==> config.mk <==
export PLATFORM = sky130hd
export DESIGN_NAME = decoder_3x8_fifo
export DESIGN_NICKNAME = d
export VERILOG_FILES = /design/src/rtl/decoder_3x8_fifo.sv
export SDC_FILE = /design/constraint.sdc
export NUM_CORES = 1
export LEC_CHECK = 0
export ABC_AREA = 1
export CORE_MARGIN = 2
export CORE_UTILIZATION = 40
export CTS_CLUSTER_DIAMETER = 80
export CTS_CLUSTER_SIZE = 20
export DETAILED_ROUTE_END_ITERATION = 16
export GPL_TIMING_DRIVEN = 0
export PLACE_DENSITY_LB_ADDON = 0.05
export SYNTH_ARGS = -nofsm -noshare
export SYNTH_HDL_FRONTEND = slang
export SYNTH_SLANG_ARGS = --single-unit
export TNS_END_PERCENT = 5
==> constraint.sdc <==
create_clock -name clk -period 3.17 [get_ports clk]
set_input_delay 0.634 -clock clk [delete_from_list [all_inputs] [get_ports clk]]
set_output_delay 0.634 -clock clk [all_outputs]
set_load 0.02 [all_outputs]
==> src/rtl/decoder_3x8_fifo.sv <==
// rtl/decoder_3x8_fifo.sv - buffered 3-to-8 one-hot decoder behind a DEPTH-entry code FIFO
//
// Purpose:
//   Accepts 3-bit binary codes on a valid/ready input handshake and stores them in a
//   DEPTH-entry FIFO. The head entry is presented as a one-hot byte on a valid/ready
//   output handshake. There is no bypass path, so an accepted code becomes visible on
//   out in the cycle after the edge that accepted it.
//
// Parameters:
//   DEPTH      number of buffered codes; 2, 4, 8 or 16 (power of two)
//
// Ports:
//   clk        single clock, all state changes on its rising edge
//   rst_n      synchronous active-low reset
//   in_code    3-bit binary index to decode
//   in_valid   in_code is valid this cycle
//   in_ready   a code can be accepted this cycle (count < DEPTH)
//   out        one-hot decode of the head entry, 8'h00 when empty
//   out_valid  out holds a valid one-hot value (count != 0)
//   out_ready  consumer takes out this cycle
//   count      current occupancy, 0..DEPTH
//   seen       sticky OR of every popped one-hot value   (DECODER_SEEN_EN only)
//   seen_clr   synchronous clear of seen                 (DECODER_SEEN_EN only)
//
// Build option:
//   DECODER_SEEN_EN  when defined, adds the seen/seen_clr ports and their register.

module decoder_3x8_fifo #(
  parameter int DEPTH = 4
) (
  input  logic       clk,
  input  logic       rst_n,
  input  logic [2:0] in_code,
  input  logic       in_valid,
  output logic       in_ready,
  output logic [7:0] out,
  output logic       out_valid,
  input  logic       out_ready,
  output logic [4:0] count
`ifdef DECODER_SEEN_EN
  ,
  output logic [7:0] seen,
  input  logic       seen_clr
`endif
);

  // Pointer width; DEPTH is a power of two, so AW bits address every entry.
  localparam int              AW       = (DEPTH > 1) ? $clog2(DEPTH) : 1;
  localparam logic [4:0]      DEPTH_C  = 5'(DEPTH);
  localparam logic [AW-1:0]   LAST_PTR = AW'(DEPTH - 1);

  typedef enum logic [1:0] {
    ST_EMPTY   = 2'd0,
    ST_PARTIAL = 2'd1,
    ST_FULL    = 2'd2
  } state_e;

  // ---------------------------------------------------------------------------
  // State
  // ---------------------------------------------------------------------------
  state_e          state_q, state_d;
  logic [4:0]      count_q, count_d;
  logic [AW-1:0]   wr_ptr_q, wr_ptr_d;
  logic [AW-1:0]   rd_ptr_q, rd_ptr_d;

  // Code storage; contents are meaningless while unoccupied, so it has no reset.
  logic [2:0]      mem_q [DEPTH];

  logic            push;
  logic            pop;
  logic [2:0]      head_code;

  // ---------------------------------------------------------------------------
  // Handshake and output decode (registered occupancy only, no input bypass)
  // ---------------------------------------------------------------------------
  assign in_ready  = (count_q < DEPTH_C);
  assign out_valid = (count_q != 5'd0);
  assign push      = in_valid && in_ready;
  assign pop       = out_valid && out_ready;
  assign head_code = mem_q[rd_ptr_q];
  assign out       = out_valid ? (8'd1 << head_code) : 8'h00;
  assign count     = count_q;

  function automatic logic [AW-1:0] ptr_inc(input logic [AW-1:0] p);
    return (p == LAST_PTR) ? '0 : p + AW'(1);
  endfunction

  // ---------------------------------------------------------------------------
  // Occupancy FSM: next state and count
  // ---------------------------------------------------------------------------
  always_comb begin
    state_d = state_q;
    count_d = count_q;
    unique case (state_q)
      ST_EMPTY: begin
        // out_ready is irrelevant here: pop is already 0 because out_valid is 0.
        if (push) begin
          count_d = 5'd1;
          state_d = ST_PARTIAL;
        end
      end
      ST_PARTIAL: begin
        // Simultaneous push and pop leave the occupancy untouched.
        if (push && !pop) begin
          count_d = count_q + 5'd1;
          if (count_q == DEPTH_C - 5'd1) state_d = ST_FULL;
        end else if (pop && !push) begin
          count_d = count_q - 5'd1;
          if (count_q == 5'd1) state_d = ST_EMPTY;
        end
      end
      ST_FULL: begin
        // in_ready is low, so only a pop can happen.
        if (pop) begin
          count_d = count_q - 5'd1;
          state_d = ST_PARTIAL;
        end
      end
      default: begin
        state_d = ST_EMPTY;
        count_d = 5'd0;
      end
    endcase
  end

  // ---------------------------------------------------------------------------
  // Pointer next state
  // ---------------------------------------------------------------------------
  always_comb begin
    wr_ptr_d = wr_ptr_q;
    rd_ptr_d = rd_ptr_q;
    if (push) wr_ptr_d = ptr_inc(wr_ptr_q);
    if (pop)  rd_ptr_d = ptr_inc(rd_ptr_q);
  end

  // ---------------------------------------------------------------------------
  // Registers; reset wins over a push/pop in the same cycle
  // ---------------------------------------------------------------------------
  always_ff @(posedge clk) begin
    if (!rst_n) begin
      state_q  <= ST_EMPTY;
      count_q  <= 5'd0;
      wr_ptr_q <= '0;
      rd_ptr_q <= '0;
    end else begin
      state_q  <= state_d;
      count_q  <= count_d;
      wr_ptr_q <= wr_ptr_d;
      rd_ptr_q <= rd_ptr_d;
    end
  end

  always_ff @(posedge clk) begin
    if (rst_n && push) begin
      mem_q[wr_ptr_q] <= in_code;
    end
  end

`ifdef DECODER_SEEN_EN
  // ---------------------------------------------------------------------------
  // Sticky record of popped values; a clear coincident with a pop keeps only
  // the value popped in that cycle.
  // ---------------------------------------------------------------------------
  logic [7:0] seen_q, seen_d;

  always_comb begin
    seen_d = seen_q;
    if (pop) begin
      seen_d = seen_clr ? out : (seen_q | out);
    end else if (seen_clr) begin
      seen_d = 8'h00;
    end
  end

  always_ff @(posedge clk) begin
    if (!rst_n) begin
      seen_q <= 8'h00;
    end else begin
      seen_q <= seen_d;
    end
  end

  assign seen = seen_q;
`endif

endmodule

Fig. 1: run 1, cells by drive strength
Bar = 20 µm.
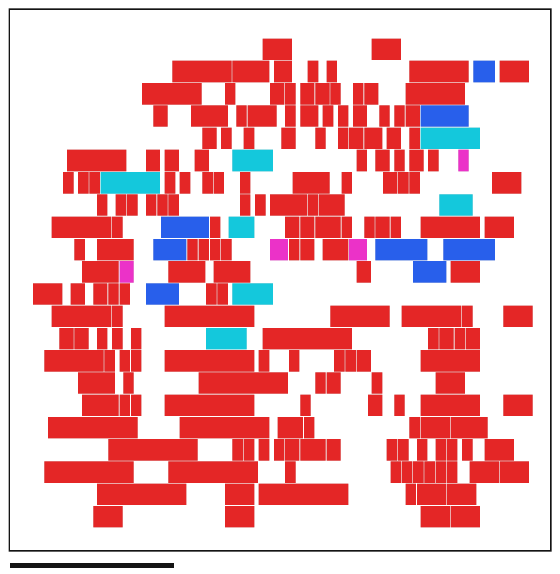
[x1 and smaller] red | cells: 195 | share: 91% | most used: nand2_1
[x6 and larger] cyan | cells: 7 | share: 3.3% | most used: clkbuf_8
[x2] magenta | cells: 4 | share: 1.9%
[x3 and x4] blue | cells: 8 | share: 3.7% | most used: nand2_4

Fig. 2: run 1, clock nets
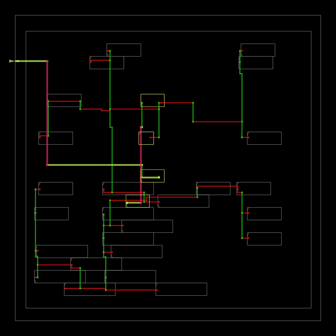
Clk power: 207 µW
TritonCTS buffer count: 3
clock sink count: 25

==> results.json, run 1 <==
{
  "syn_to_final_growth_pct": 20.8,
  "grt_use_total_pct": 16.0,
  "first_pass_iters": 4,
  "warnings": 33,
  "place_inst": 258,
  "slew-limit-headroom_pct": 68.2,
  "finalHoldViolations": 0,
  "hold-path-cell-count": 2,
  "top_cells_by_area": "edfxtp_1 23%, dfxtp_1 17%, nand2_1 11%, ha_1 9.0%, nor2_1 6.6%",
  "pwr_density_cell_mw_per_mm2": 958,
  "met3_usage_pct": 2.21,
  "n_fill_cell": 376,
  "intPower_uw": 934,
  "path_clk_slew_ps": 100,
  "drt-total-wl_mm": 3.09,
  "rsz0062_at_grt": "false",
  "initCoreUtil_pct": 41.7,
  "maxCapViolations": 0,
  "flop_cell": "dfxtp_1",
  "worstSetupPathType": "reg2out",
  "combinationalPowerShare_pct": 61.6,
  "async_flop_share_pct": 0,
  "final_cells": 262,
  "sw_frac_of_total_pct": 47.5,
  "syn-instance-count": 189,
  "synth-area-yosys_mm2": 0.00154,
  "synth_top_cell_by_area": "edfxtp_1",
  "dieHeight_um": 66,
  "place_congestion": 0.810,
  "clock_skew_ps": 6.75,
  "required_ps": 2540,
  "drc": 0,
  "crit_path_end_kind": "output port",
  "final_nets": 233,
  "combGateArea_um2": 800,
  "ys.flops": 25,
  "antenna_cells": 0,
  "grt-ovfl-total": 0,
  "chipArea_mm2": 0.00436,
  "ys_seq_share_pct": 40.4,
  "power.leakage_uw": 0.000795,
  "regArea_um2": 621,
  "min_period_ps": 2800,
  "fin_setup_tns_ps": 0,
  "ff2ff_path_depth": 11,
  "yosysWarnings": 0,
  "drt-initial-drc-count": 83,
  "cts_resized": 0,
  "cts_tree": "done",
  "top_area_share_pct": 23.4,
  "syn_area_mm2": 0.00154,
  "antenna_found_initial": 0,
  "hold_buffers": 0,
  "switching_power_uw": 846,
  "yosys.cell_types.count": 26,
  "drtAntennaViolNets": 0,
  "clock-root-buffer": "clkbuf_8",
  "synth_stat.cells": 189,
  "wl_per_cell_um": 11.8,
  "io_buffer_count": 21,
  "worstSkewPairLatency_ps": 280,
  "num_vias": 1264,
  "worst_ir_drop_vdd_uv": 322,
  "grt.busiest_layer": "met2",
  "grt.met1_usage_pct": 22.5,
  "dpl.hpwl_mm": 2.42,
  "post-route-period-util_pct": 88.3,
  "avgSynthCellArea_um2": 8.14,
  "holdCritPathClass": "reg2reg",
  "drv_slew": 0,
  "die_w_um": 66,
  "worst_pin_slew_ps": 475,
  "cts_buffer_depth": 2,
  "grt_max_degree": 17,
  "cts_setup_buffers": 0,
  "vias_per_cell": 4.82,
  "lay_top_cells": "45 x nand2_1, 27 x nor2_1, 24 x inv_1",
  "status": "finished, final reports clean",
  "seqPwrFrac_pct": 26.8,
  "edf_count": 12
}
Fig. 3: run 1, clock network drawn from the DEF
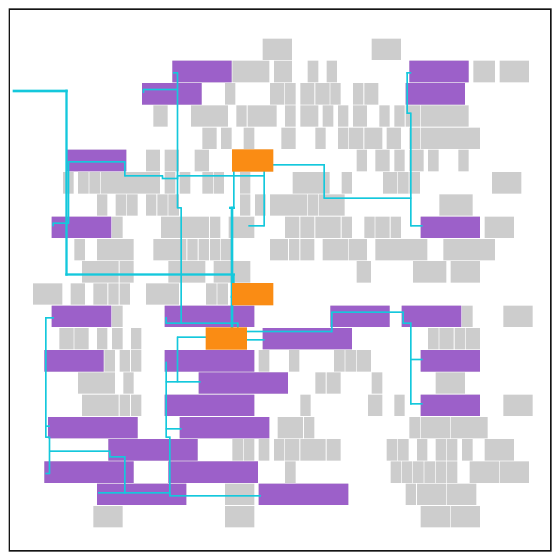
[clock wires] cyan | length: 350 µm
[clock-net drivers] orange | count: 3
[flip-flops] purple | count: 25
routed clock nets: 4
flops lie: spread over the die

## run 1: cells by family after synthesis
kind of cell,after synthesis,synth area share [%]
AND-OR/OR-AND,24,9.60
XOR/XNOR,2,1.14
adder cells (fa/ha/maj),11,8.95
buffers and inverters,28,7.65
flip-flops,25,40.4
AND/OR/NAND/NOR,99,32.3
## run 1: power by group through the flow
stage	clock network (µW)	registers [µW]	logic, µW
floorplan	0	497	772
global placement	0	478	1070
detailed placement	0	484	1100
CTS	215	476	1100
global route	230	489	1220
finish	207	477	1100
## run 1: worst paths after layout
kind / from / end / slack (ps)
setup / recovery: count[0] / out[7] / 370
hold / removal: wr_ptr_q[1] / wr_ptr_q[1] / 550
setup reg to reg: count[0] / count[1] / 1000
hold reg to reg: wr_ptr_q[1] / wr_ptr_q[1] / 550
## run 1: per-layer routing
layer	vias to the layer above	routed length (µm)
met5	-	0
met3	5	153
met1	568	1530
met4	0	38
met2	28	1370
li1	663	-
## run 1: Yosys cell counts, types with 2 or more instances
cell type,n
nand2_1,45
nor2_1,27
inv_1,24
nand3_1,14
dfxtp_1,13
edfxtp_1,12
ha_1,11
a21oi_1,10
o21ai_0,9
nand2_4,3
nand4_1,3
a32oi_1,2
nand3_4,2
nor2_8,2
## run 1: metrics by stage
step / hold slack [ps] / util (%) / worst slack, ps / total power [µW] / instance area [µm²]
floorplan: 481 / - / 1020 / 1270 / 1540
CTS: 528 / 50.4 / 361 / 1800 / 1860
global route: 576 / 50.4 / 275 / 1940 / 1860
finish: 546 / 50.4 / 372 / 1780 / 1860
detailed placement: 514 / 49.0 / 585 / 1580 / 1810
global placement: 491 / 49.0 / 606 / 1550 / 1810
## run 1: final cells by class
cell class	count	share of cell area (%)
well taps	48	3.23
plain buffers	3	1.28
repair buffers	21	11.3
clock buffers	3	2.22
flip-flops and latches	25	33.4
multi-input cells	136	43.0
inverters	25	5.05
clock inverters	1	0.471
## run 1: critical path: stages, from the launching register on
cell and delay, ps:
dfxtp_1 430, inv_1 150, ha_1 270, nand3_4 130
nand3_1 160, nor2_1 140, clkdlybuf4s50_1 610
## run 1: flip-flops by register name, summed over array words and instances (netlist names), named ones only
| register | cells |
|---|---|
| rd_ptr_q | 2 |
| state_q | 2 |
| mem_q | 12 |
| wr_ptr_q | 2 |
| count | 5 |
==> inputs of run 2 (changes only) <==
GPL_ROUTABILITY_DRIVEN = 0   (was default)
Fig. 4: run 2, clock nets
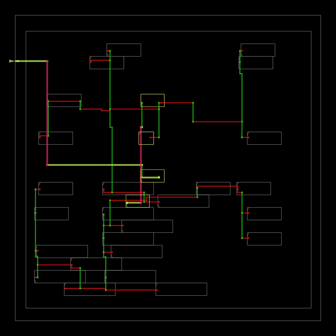
# clk buffers: 3
clk latency late pin: 280 ps

Fig. 5: run 2, cells by drive strength
Bar = 20 µm.
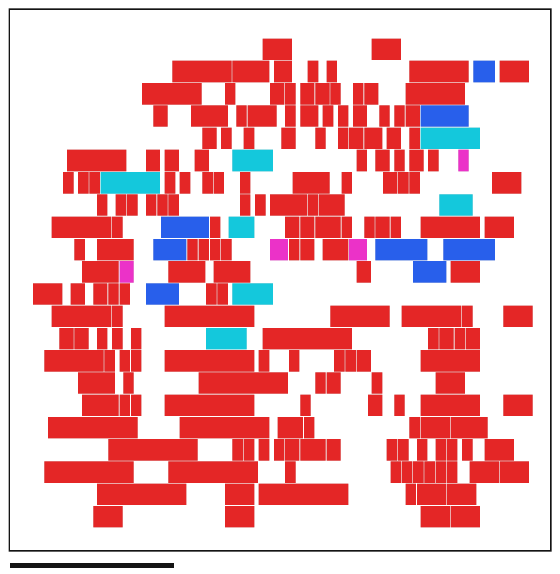
[x1 and smaller] red | cells: 195 | share: 91% | most used: nand2_1
[x2] magenta | cells: 4 | share: 1.9%
[x6 and larger] cyan | cells: 7 | share: 3.3% | most used: clkbuf_8
[x3 and x4] blue | cells: 8 | share: 3.7% | most used: nand2_4

==> run 2 against run 1 <==
Compared with the run above:
- clock power about the same
- cell area unchanged
- combinational power about the same
- hold slack unchanged
- critical path depth unchanged
- fmax unchanged
- setup slack unchanged
- synthesized cell count unchanged
- critical endpoint unchanged
- largest power group unchanged
==> results.json, run 2 <==
{
  "n_fill_cell": 376,
  "min_period_ps": 2800,
  "lay_top_cells": "45 x nand2_1, 27 x nor2_1, 24 x inv_1",
  "status": "finished, final reports clean",
  "grt-ovfl-total": 0,
  "clock_skew_ps": 6.75,
  "num_vias": 1264,
  "drv_slew": 0,
  "die_w_um": 66,
  "post-route-period-util_pct": 88.3,
  "antenna_found_initial": 0,
  "synth_stat.cells": 189,
  "drc": 0,
  "top_area_share_pct": 23.4,
  "antenna_cells": 0,
  "regArea_um2": 621,
  "dpl.hpwl_mm": 2.42,
  "min_to": "wr_ptr_q[1]",
  "slowest_stage": "clkdlybuf4s50_1",
  "synth-area-yosys_mm2": 0.00154,
  "first_pass_iters": 4,
  "largest_reg_flops": 12,
  "r2r-start": "count[0]",
  "worst_ir_drop_vdd_uv": 322,
  "path_cells": "inv_1 > ha_1 > nand3_4 > nand3_1 > nor2_1 > clkdlybuf4s50_1",
  "grt_use_total_pct": 16.0,
  "fin_setup_tns_ps": 0,
  "ys.flops": 25,
  "edf_count": 12,
  "clock-root-buffer": "clkbuf_8",
  "crit_path_end_kind": "output port",
  "drt-initial-drc-count": 83,
  "cts_setup_buffers": 0,
  "rr_endpoint": "count[1]",
  "crit_buf_inv": 2
}
-- run 2: worst register-to-register path: stages, from the launching register on --
cell     delay [ps]
dfxtp_1         370
inv_1           190
ha_1            240
nand3_4         130
nand2_4         120
ha_1            230
inv_1           120
or2_2           290
nand3_1          70
o21ai_0         100
o21ai_0         170
a21oi_1          60
-- run 2: routing by layer --
metal  global-route usage (%)  share of wire [%]  up-vias
met5                        0                  0        -
met4                     5.36                1.2        0
met3                     2.21                4.9        5
met2                     25.3                 44       28
met1                     22.5                 49      568
li1                         -                  -      663
-- run 2: stage by stage --
stage / std cells / util [%] / hold WS (ps) / power, µW
after floorplan: 189 / - / 481 / 1270
after global placement: 258 / 49.0 / 491 / 1550
after detailed placement: 258 / 49.0 / 514 / 1580
after CTS: 262 / 50.4 / 528 / 1800
after global routing: 262 / 50.4 / 576 / 1940
final: 262 / 50.4 / 546 / 1780
-- run 2: worst max-delay path by stage --
stage	startpoint	slack, ps	end
floorplan	count[0]	1020	out[4]
global placement	in_valid	610	count[1]
detailed placement	in_valid	580	count[1]
CTS	count[0]	360	out[7]
global route	count[0]	270	out[7]
finish	count[0]	370	out[7]
-- run 2: report_power, final --
| group | total [µW] | internal (µW) | switching [µW] |
|---|---|---|---|
| sequential | 477 | 411 | 65.3 |
| combinational | 1100 | 430 | 666 |
| clock | 207 | 92.3 | 115 |
-- run 2: layout make-up --
cell class,count,area share [%]
plain buffers,3,1.28
flip-flops and latches,25,33.4
clock inverters,1,0.471
inverters,25,5.05
repair buffers,21,11.3
well taps,48,3.23
multi-input cells,136,43.0
clock buffers,3,2.22
-- run 2: kinds of logic after synthesis --
family	Yosys count	synth area share [%]
adder cells (fa/ha/maj)	11	8.95
flip-flops	25	40.4
AND/OR/NAND/NOR	99	32.3
buffers and inverters	28	7.65
AND-OR/OR-AND	24	9.60
XOR/XNOR	2	1.14
Fig. 6: run 2, clock network drawn from the DEF
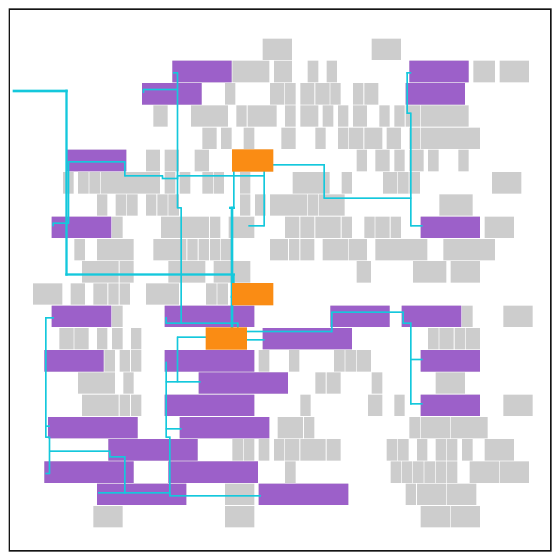

==> inputs of run 3 (changes only) <==
GPL_TIMING_DRIVEN = default   (was 0)
REMOVE_ABC_BUFFERS = 1   (was default)
Fig. 7: run 3, clock network drawn from the DEF
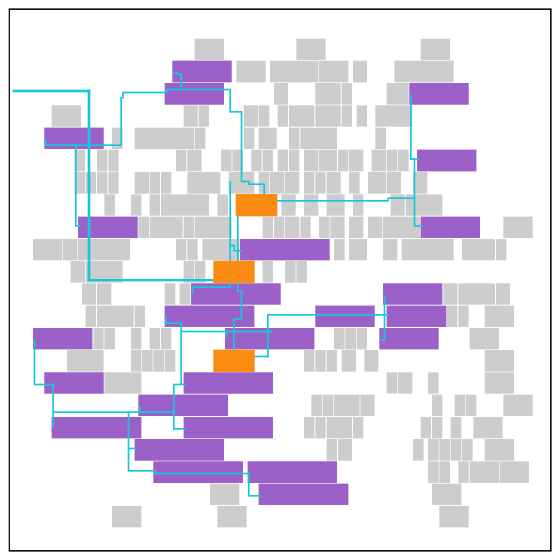
[flip-flops] purple | count: 25
[clock wires] cyan | length: 304 µm
[clock-net drivers] orange | count: 3
routed clock nets: 4

Fig. 8: run 3, cells by drive strength
Bar = 20 µm.
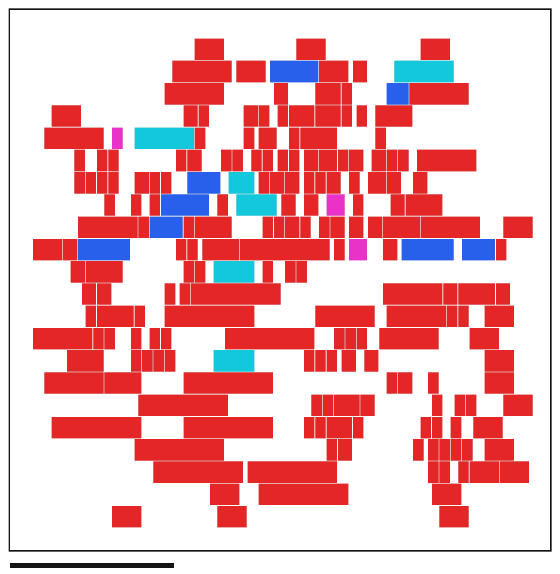
[x3 and x4] blue | cells: 8 | share: 3.8% | most used: nand2_4
[x2] magenta | cells: 3 | share: 1.4%
[x6 and larger] cyan | cells: 6 | share: 2.8% | most used: clkbuf_8
[x1 and smaller] red | cells: 195 | share: 92% | most used: nand2_1

==> run 3 against run 2 <==
Compared with the run above:
- via count rose by 0.71%
- fmax decreased by 1.3%
- synthesized area is the same
- critical path depth unchanged
- routed wire length up 1.0%
- cell count shrank 0.76%
- non-clock buffer count down 2
- global-route usage up 0.35 points
- register-to-register slack barely moved
- combinational power barely moved
- setup slack worse by 37 ps
- critical path type unchanged
==> results.json, run 3 <==
{
  "status": "finished, final reports clean",
  "worstSkewPairLatency_ps": 270,
  "drc": 0,
  "ys.flops": 25,
  "intPower_uw": 925,
  "antenna_found_initial": 0,
  "switching_power_uw": 845,
  "first_pass_iters": 4,
  "num_vias": 1273,
  "avgSynthCellArea_um2": 8.14,
  "fin_setup_tns_ps": 0,
  "flop_cell": "dfxtp_1",
  "num_rows": 22,
  "synth-area-yosys_mm2": 0.00154,
  "wl_per_cell_um": 12.0,
  "clock_power_share_pct": 11.4,
  "clock-root-buffer": "clkbuf_8",
  "combinationalPowerShare_pct": 60.7,
  "synth_stat.cells": 189,
  "route.met3.wl_um": 167,
  "lay_top_cells": "45 x nand2_1, 27 x nor2_1, 24 x inv_1",
  "drv_slew": 0,
  "post-route-period-util_pct": 89.4,
  "antenna_cells": 0,
  "sw_frac_of_total_pct": 47.7,
  "grt-ovfl-total": 0,
  "crit_start": "count[0]",
  "cts_setup_buffers": 0,
  "met1Wirelength_mm": 1.62,
  "edf_count": 12,
  "n_fill_cell": 356,
  "top_area_share_pct": 23.4,
  "slowest_stage": "clkdlybuf4s50_1",
  "seqPwrFrac_pct": 28.0,
  "r2r-start": "count[0]",
  "largest_reg_flops": 12,
  "clock_skew_ps": 4.28,
  "worst_ir_drop_vdd_uv": 404,
  "finalPower_uw": 1770,
  "grt_use_total_pct": 16.3,
  "min_period_ps": 2830
}
[run 3: cell counts after synthesis]
No cell type changed its count.
[run 3: per-layer routing]
layer	up-vias	GRT usage, %
met1	581	24.2
met4	0	5.36
li1	664	-
met3	2	2.04
met5	-	0
met2	26	24.5
[run 3: power groups by stage]
stage,clock network (µW),logic [µW],registers [µW]
global route,224,1210,506
finish,201,1070,495
global placement,0,1070,498
CTS,207,1080,494
floorplan,0,734,520
detailed placement,0,1070,502
[run 3: kinds of logic after synthesis]
family,synth area share (%)
simple gates,32.3
buf+inv,7.65
flops,40.4
compound gates,9.60
fa+ha+maj,8.95
xor+xnor,1.14
[run 3: worst paths after layout]
path / slack (ps) / to / cells after the start
setup reg to reg: 990 / count[2] / 12
hold reg to reg: 520 / rd_ptr_q[1] / 2
hold / removal: 520 / rd_ptr_q[1] / 2
setup / recovery: 340 / out[5] / 6
[run 3: cell type report]
cell class              instances  area, µm²  share of cell area [%]
inverters                      25       93.8                    5.10
flip-flops and latches         25        621                    33.7
clock buffers                   3       41.3                    2.24
multi-input cells             136        800                    43.4
clock inverters                 1       8.76                   0.476
well taps                      48       60.1                    3.26
repair buffers                 22        218                    11.8
[run 3: worst max-delay path, delay by kind of cell, from the launching register on]
family | cells | cell delay, ps
AND/OR/NAND/NOR | 3 | 420
flip-flops | 1 | 450
buffers and inverters | 2 | 780
adder cells (fa/ha/maj) | 1 | 260
[run 3: metrics by stage]
| step | utilization [%] | area, µm² | cells | hold slack (ps) | setup WS [ps] |
|---|---|---|---|---|---|
| global placement | 48.6 | 1790 | 256 | 500 | 664 |
| CTS | 49.9 | 1840 | 260 | 521 | 333 |
| finish | 49.9 | 1840 | 260 | 520 | 336 |
| detailed placement | 48.6 | 1790 | 256 | 509 | 635 |
| floorplan | - | 1510 | 186 | 481 | 1020 |
| global route | 49.9 | 1840 | 260 | 566 | 159 |
Power figures rest on the tool's default switching activity, not on a simulated workload.
